### Congestion heat map

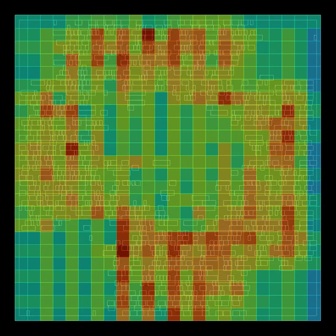
### Sequential cells grouped by signal name

Other sequential cells in the stronger grey, the rest of the logic in the fainter grey.
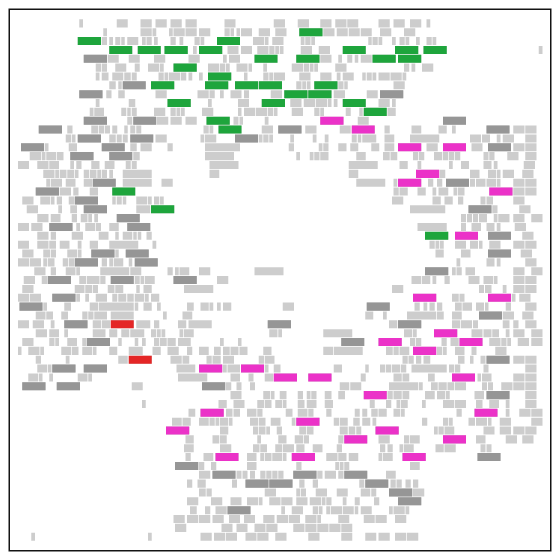
### M2 wires

Cells faint in the background.
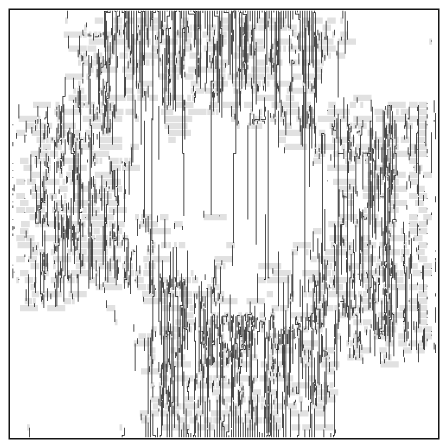
### Logic cells by family

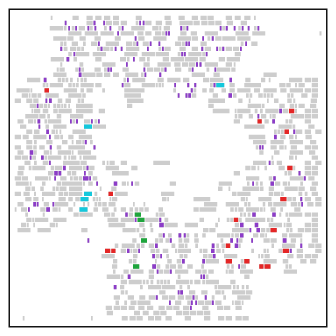
File: config.mk
export PLATFORM = sky130hd
export DESIGN_NAME = pc_fetch_sequencer_flat
export DESIGN_NICKNAME = d
export VERILOG_FILES = /design/src/rtl/pc_pkg.sv /design/src/rtl/pc_fetch_sequencer_if.sv /design/src/rtl/PCAdder.sv /design/src/rtl/pc_fetch_sequencer.sv /design/src/flat_wrapper.sv
export SDC_FILE = /design/constraint.sdc
export NUM_CORES = 1
export LEC_CHECK = 0
export CAP_MARGIN = 20
export CORE_MARGIN = 2
export CORE_UTILIZATION = 25
export CTS_CLUSTER_DIAMETER = 50
export CTS_CLUSTER_SIZE = 24
export DETAILED_ROUTE_END_ITERATION = 8
export GPL_ROUTABILITY_DRIVEN = 0
export SLEW_MARGIN = 5
export SYNTH_ARGS = -nofsm -noshare
export SYNTH_HDL_FRONTEND = slang
export SYNTH_SLANG_ARGS = --single-unit
File: constraint.sdc
create_clock -name clk -period 3.09 [get_ports clk]
set_clock_uncertainty 0.2 [all_clocks]
set_input_delay 0.4635 -clock clk [delete_from_list [all_inputs] [get_ports clk]]
set_output_delay 0.4635 -clock clk [all_outputs]
set_load 0.01 [all_outputs]
File: src/rtl/pc_pkg.sv
// Shared types and constants for the instruction-fetch sequencer.
// Latency: none (declarations only).
// Backpressure: none (declarations only).
package pc_pkg;

  // Fetch FSM: one settling cycle after reset, normal fetch, terminal halt.
  typedef enum logic [1:0] {
    INIT = 2'd0,
    RUN  = 2'd1,
    HALT = 2'd2
  } fetch_state_t;

  // Every instruction is one 32-bit word.
  localparam int INSTR_BYTES = 4;

  // Default program counter value after reset.
  localparam logic [31:0] RESET_PC_DEFAULT = 32'h0000_0000;

endpackage

File: src/rtl/pc_fetch_sequencer_if.sv
// Fetch-side bus: instruction-memory address/data plus the IF/ID register outputs.
// Latency: wires only; imem_rdata is a combinational read of imem_addr.
// Backpressure: none on the bus itself; stalls are applied inside the sequencer.
interface pc_fetch_sequencer_if #(
  parameter int ADDR_W = 32
);

  logic [ADDR_W-1:0] imem_addr;
  logic [31:0]       imem_rdata;
  logic [31:0]       ifid_instr;
  logic [ADDR_W-1:0] ifid_pc4;
  logic              ifid_valid;

  // Sequencer side: drives the fetch address and the IF/ID contents.
  modport master (
    output imem_addr,
    input  imem_rdata,
    output ifid_instr,
    output ifid_pc4,
    output ifid_valid
  );

  // Memory/decode side: returns the instruction word and consumes IF/ID.
  modport slave (
    input  imem_addr,
    output imem_rdata,
    input  ifid_instr,
    input  ifid_pc4,
    input  ifid_valid
  );

endinterface

File: src/rtl/PCAdder.sv
// Sequential-PC incrementer: PC + one instruction width, wrapping modulo 2^ADDR_W.
// Latency: combinational.
// Backpressure: none.
module PCAdder
  import pc_pkg::*;
#(
  parameter int ADDR_W = 32
) (
  input  logic [ADDR_W-1:0] pc_i,
  output logic [ADDR_W-1:0] pc4_o
);

  // Carry out of the top bit is dropped, so 0xFFFF_FFFC rolls over to 0.
  assign pc4_o = pc_i + ADDR_W'(INSTR_BYTES);

endmodule

File: src/rtl/pc_fetch_sequencer.sv
// IF stage sequencer: owns the PC, picks next PC (branch > halt > stall > jump > PC+4), loads IF/ID.
// Latency: first instruction on IF/ID 2 edges after reset release; new PC visible 1 cycle after a redirect.
// Backpressure: stall_i holds PC, IF/ID and the fetch counter; halt freezes everything until reset.
module pc_fetch_sequencer
  import pc_pkg::*;
#(
  parameter int                ADDR_W   = 32,
  parameter logic [ADDR_W-1:0] RESET_PC = ADDR_W'(RESET_PC_DEFAULT)
) (
  input  logic                 clk,
  input  logic                 rst,
  input  logic                 stall_i,
  input  logic                 jump_i,
  input  logic [ADDR_W-1:0]    jump_target_i,
  input  logic                 branch_taken_i,
  input  logic [ADDR_W-1:0]    branch_target_i,
  input  logic                 halt_i,
  output logic [ADDR_W-1:0]    pc_o,
  output logic                 flush_idex_o,
  output logic                 misalign_o,
  output logic [31:0]          fetch_count_o,
  pc_fetch_sequencer_if.master fetch_bus
);

  fetch_state_t      state_q, state_d;
  logic [ADDR_W-1:0] pc_q, pc_d;
  logic [31:0]       instr_q, instr_d;
  logic [ADDR_W-1:0] pc4_q, pc4_d;
  logic              valid_q, valid_d;
  logic              misalign_q, misalign_d;
  logic [31:0]       count_q, count_d;
  logic [ADDR_W-1:0] pc_plus4;

  // Redirect targets are forced word-aligned; the dropped bits feed the sticky flag.
  logic [ADDR_W-1:0] branch_tgt_aligned;
  logic [ADDR_W-1:0] jump_tgt_aligned;
  logic              branch_tgt_odd;
  logic              jump_tgt_odd;

  assign branch_tgt_aligned = {branch_target_i[ADDR_W-1:2], 2'b00};
  assign jump_tgt_aligned   = {jump_target_i[ADDR_W-1:2], 2'b00};
  assign branch_tgt_odd     = |branch_target_i[1:0];
  assign jump_tgt_odd       = |jump_target_i[1:0];

  PCAdder #(
    .ADDR_W (ADDR_W)
  ) u_pc_adder (
    .pc_i  (pc_q),
    .pc4_o (pc_plus4)
  );

  // Next-state, next-PC and IF/ID load selection.
  always_comb begin
    state_d      = state_q;
    pc_d         = pc_q;
    instr_d      = instr_q;
    pc4_d        = pc4_q;
    valid_d      = valid_q;
    misalign_d   = misalign_q;
    count_d      = count_q;
    flush_idex_o = 1'b0;

    case (state_q)
      INIT: begin
        // One settling cycle: PC held, nothing captured.
        state_d = RUN;
      end
      RUN: begin
        if (branch_taken_i) begin
          // Resolved branch beats everything; squash both IF/ID and ID/EX.
          pc_d         = branch_tgt_aligned;
          valid_d      = 1'b0;
          flush_idex_o = 1'b1;
          misalign_d   = misalign_q | branch_tgt_odd;
        end else if (halt_i) begin
          // The in-flight sequential step retires the PC but nothing is captured.
          state_d = HALT;
          pc_d    = pc_plus4;
          valid_d = 1'b0;
        end else if (stall_i) begin
          // Hold everything; a jump in ID is seen again once the stall clears.
          state_d = RUN;
        end else if (jump_i) begin
          pc_d       = jump_tgt_aligned;
          valid_d    = 1'b0;
          misalign_d = misalign_q | jump_tgt_odd;
        end else begin
          instr_d = fetch_bus.imem_rdata;
          pc4_d   = pc_plus4;
          valid_d = 1'b1;
          count_d = count_q + 32'd1;
          pc_d    = pc_plus4;
        end
      end
      HALT: begin
        // Terminal until reset: nothing moves, IF/ID stays empty.
        valid_d = 1'b0;
      end
      default: begin
        state_d = INIT;
      end
    endcase
  end

  // State and pipeline registers with synchronous reset.
  always_ff @(posedge clk) begin
    if (rst) begin
      state_q    <= INIT;
      pc_q       <= RESET_PC;
      instr_q    <= 32'd0;
      pc4_q      <= '0;
      valid_q    <= 1'b0;
      misalign_q <= 1'b0;
      count_q    <= 32'd0;
    end else begin
      state_q    <= state_d;
      pc_q       <= pc_d;
      instr_q    <= instr_d;
      pc4_q      <= pc4_d;
      valid_q    <= valid_d;
      misalign_q <= misalign_d;
      count_q    <= count_d;
    end
  end

  assign pc_o                 = pc_q;
  assign fetch_bus.imem_addr  = pc_q;
  assign fetch_bus.ifid_instr = instr_q;
  assign fetch_bus.ifid_pc4   = pc4_q;
  assign fetch_bus.ifid_valid = valid_q;
  assign misalign_o           = misalign_q;
  assign fetch_count_o        = count_q;

endmodule

File: src/flat_wrapper.sv
// flat-port wrapper written by rule: the top's interface ports become plain ports
module pc_fetch_sequencer_flat import pc_pkg::*;
#(
  parameter int                ADDR_W   = 32,
  parameter logic [ADDR_W-1:0] RESET_PC = ADDR_W'(RESET_PC_DEFAULT)
)
  (clk, rst, stall_i, jump_i, jump_target_i, branch_taken_i, branch_target_i, halt_i, pc_o, flush_idex_o, misalign_o, fetch_count_o, fetch_bus_imem_addr, fetch_bus_imem_rdata, fetch_bus_ifid_instr, fetch_bus_ifid_pc4, fetch_bus_ifid_valid);
  pc_fetch_sequencer_if #(.ADDR_W(ADDR_W)) fetch_bus_i ();
  input  logic clk;
  input  logic rst;
  input  logic stall_i;
  input  logic jump_i;
  input  logic [ADDR_W-1:0] jump_target_i;
  input  logic branch_taken_i;
  input  logic [ADDR_W-1:0] branch_target_i;
  input  logic halt_i;
  output logic [ADDR_W-1:0] pc_o;
  output logic flush_idex_o;
  output logic misalign_o;
  output logic [31:0] fetch_count_o;
  output wire logic [$bits(fetch_bus_i.imem_addr)-1:0] fetch_bus_imem_addr;
  input wire logic [$bits(fetch_bus_i.imem_rdata)-1:0] fetch_bus_imem_rdata;
  output wire logic [$bits(fetch_bus_i.ifid_instr)-1:0] fetch_bus_ifid_instr;
  output wire logic [$bits(fetch_bus_i.ifid_pc4)-1:0] fetch_bus_ifid_pc4;
  output wire logic [$bits(fetch_bus_i.ifid_valid)-1:0] fetch_bus_ifid_valid;
  assign fetch_bus_imem_addr = fetch_bus_i.imem_addr;
  assign fetch_bus_i.imem_rdata = fetch_bus_imem_rdata;
  assign fetch_bus_ifid_instr = fetch_bus_i.ifid_instr;
  assign fetch_bus_ifid_pc4 = fetch_bus_i.ifid_pc4;
  assign fetch_bus_ifid_valid = fetch_bus_i.ifid_valid;
  pc_fetch_sequencer #(.ADDR_W(ADDR_W), .RESET_PC(RESET_PC)) u_core (.clk(clk), .rst(rst), .stall_i(stall_i), .jump_i(jump_i), .jump_target_i(jump_target_i), .branch_taken_i(branch_taken_i), .branch_target_i(branch_target_i), .halt_i(halt_i), .pc_o(pc_o), .flush_idex_o(flush_idex_o), .misalign_o(misalign_o), .fetch_count_o(fetch_count_o), .fetch_bus(fetch_bus_i));
endmodule
==> results_dict.tcl <==
# flow metrics
set metrics [dict create \
    crit_type "register to register" \
    inv_count 17 \
    cts_hold_buf 0 \
    p_seq_frac 0.367 \
    top_cell "dfxtp_1" \
    reg2reg_to "u_core.fetch_count_o[31]$_SDFFE_PP0P_" \
    rr_startpoint "u_core.state_q[1]$_SDFFE_PP0P_" \
    mostFrequentLayoutCells "clkdlybuf4s50_1 (256), dfxtp_1 (128), nand2_1 (127), a21oi_1 (95), nor2_1 (63)" \
    hold_viol_final 0 \
    final_nets 1172 \
    rsz0062_at_grt "no" \
    cts.sinks 128 \
    drive_gt1_frac 0.0668 \
    ant_nets 0 \
    firstDrtPassIters 5 \
    setup_viol_count_final 0 \
    setup-tns-final_ns 0 \
    yosysWarnings 0 \
    critPathBufInv 1 \
    fin_ws_ns 0.289 \
    critical-path-max-stage-delay_ns 0.53 \
    clock_tree.buffer_depth 2 \
    p_clk_w 0.00219 \
    crit_path_start "u_core.state_q[1]$_SDFFE_PP0P_" \
    max_freq_ghz 0.357 \
    syn_avg_cell_area_um2 7.67 \
    numSynthFlops 128 \
    cp.depth 7 \
    viasPerCell 4.85 \
    slew_viol_final 0 \
    grt_usage 0.168 \
    hold_start "rst" \
    drc 0 \
    arrival_ns 2.95 \
    path_max_fanout 8 \
    grt_overflow 0 \
    r2r_cells 7 \
    openroad.warnings 28 \
    clock_cell_area_share 0.0637 \
    p_comb_w 0.00109 \
    peakVddDrop_mv 0.307 \
    seq_area_mm2 0.00256 \
    ys_cells 855 \
    largest_cell_class "combinational gates" \
    postSynthSeqShare 0.391 \
    endpoint_kind "register" \
    topCellsByArea "dfxtp_1 (39%), a21oi_1 (7.3%), nand2_1 (7.3%), xnor2_1 (4.5%), buf_4 (4.2%)" \
    chipArea_mm2 0.0275 \
    synthArstFlopShare 0 \
    io-pin-count 265 \
    endpoint "u_core.fetch_count_o[31]$_SDFFE_PP0P_" \
    pre_cts_slack_ns -0.0999 \
    edf_count 0 \
    cts_buffers 17 \
    relSlewSlack 0.526 \
    worst_pin_slew_ns 0.712 \
    fp-utilization 0.253 \
    htreeDepth 4 \
    finalCriticalPeriod_ns 2.80 \
    nWellTaps 335 \
    switching_share 0.288 \
    drt-initial-drc-count 407 \
    outcome "finished, final reports clean" \
    signal_buffers 288 \
    yosys.area.top_type "dfxtp_1" \
    leakagePower_nw 3.28 \
    cts_root_buf "clkbuf_16" \
    nFillCells 2633 \
    reg2reg_setup_slack_ns 0.29 \
    numPortBuffers 258 \
    required_ns 3.24 \
    hp-class "input port to register" \
    crit_slowest_cell "or4_4" \
    crit_family "simple AND/OR/NAND/NOR gates" \
    areaGrowthSynthToFinish_pct 51.6 \
    clk_pin_slew_ns 0.06 \
    clkbuf_count 17 \
    core_area_mm2 0.0259 \
]
-- 'Congestion heat map' (at the start) --
layer with the highest usage: met2
GR Layer Usage met2: 0.284
met3 Use GR: 0.0479
Final Core Density: 0.384

-- 'Sequential cells grouped by signal name' (at the start) --
`u_core.state_q`: marked red, sequential cells 2. `u_core.fetch_bus.imem_addr`: marked magenta, sequential cells 30. `u_core.fetch_bus.ifid_instr`: marked green, sequential cells 32.
Another 64 sequential cells are not coloured.
power in sequential cells: 0.00190 W
flop share of the area: 0.258

-- 'M2 wires' (at the start) --
The layer holds 49% of the routed length. The longest straight run is 83.3 µm.
vias: 6852
final wirelength: 23500 µm

-- 'Logic cells by family' (at the start) --
adder and majority cells: marked cyan, cells 5, most used ha_1. multiplexers: marked green, cells 4, most used mux2i_1. AND-OR and OR-AND gates: marked red, cells 17, most used a21o_1. NAND gates: marked purple, cells 174, most used nand2_1, where all over the die.
final non-filler cell total: 1414
logic share of the area: 0.345
dominant logic cell type in the layout: clkdlybuf4s50_1

kinds of logic (layout without fill, tap and decap cells):
| group | after synthesis | in the layout | share of synthesized area |
|---|---|---|---|
| buffers and inverters | 119 | 337 | 0.0918 |
| and+or+nand+nor | 331 | 331 | 0.240 |
| other | 1 | 7 | 0.000572 |
| AOI/OAI and AO/OA | 221 | 221 | 0.199 |
| adders and majority gates | 5 | 5 | 0.00954 |
| DFF | 128 | 128 | 0.391 |
| muxes | 4 | 4 | 0.00630 |
| xor gates and xnor gates | 46 | 46 | 0.0614 |
worst register-to-register path, delay by kind of cell (launching register included):
family	cells	cell delay [ns]
DFF	1	0.32
adders and majority gates	1	0.16
buffers and inverters	1	0.07
AOI/OAI and AO/OA	1	0.14
and+or+nand+nor	4	1.84
stage by stage:
step	std cells	instance area [µm²]	hold slack [ns]
after floorplan	860	6580	0.276
after CTS	1413	9940	0.108
after global placement	1381	9300	0.241
after global routing	1414	9940	0.171
final	1414	9940	0.137
after detailed placement	1381	9300	0.245
how the worst min path moves through the flow:
stage,to,slack [ns],cells past startpoint
after global placement,u_core.fetch_bus.ifid_instr[22]$_SDFFE_PP0P_,0.24,2
after CTS,u_core.fetch_bus.imem_addr[25]$_SDFFE_PP0P_,0.11,2
after global routing,u_core.fetch_bus.imem_addr[25]$_SDFFE_PP0P_,0.17,2
after detailed placement,u_core.fetch_bus.ifid_instr[6]$_SDFFE_PP0P_,0.25,2
final,u_core.fetch_bus.imem_addr[25]$_SDFFE_PP0P_,0.14,2
after floorplan,u_core.fetch_bus.ifid_valid$_SDFFE_PP0P_,0.28,2
metal layers:
layer	wire (µm)	up-vias	GRT usage
met1	10200	3202	0.208
li1	-	3400	-
met3	1490	28	0.0479
met5	13	-	0
met4	397	2	0.0499
met2	11500	220	0.284
No activity file was given, so power comes from the tool's default toggle rates.
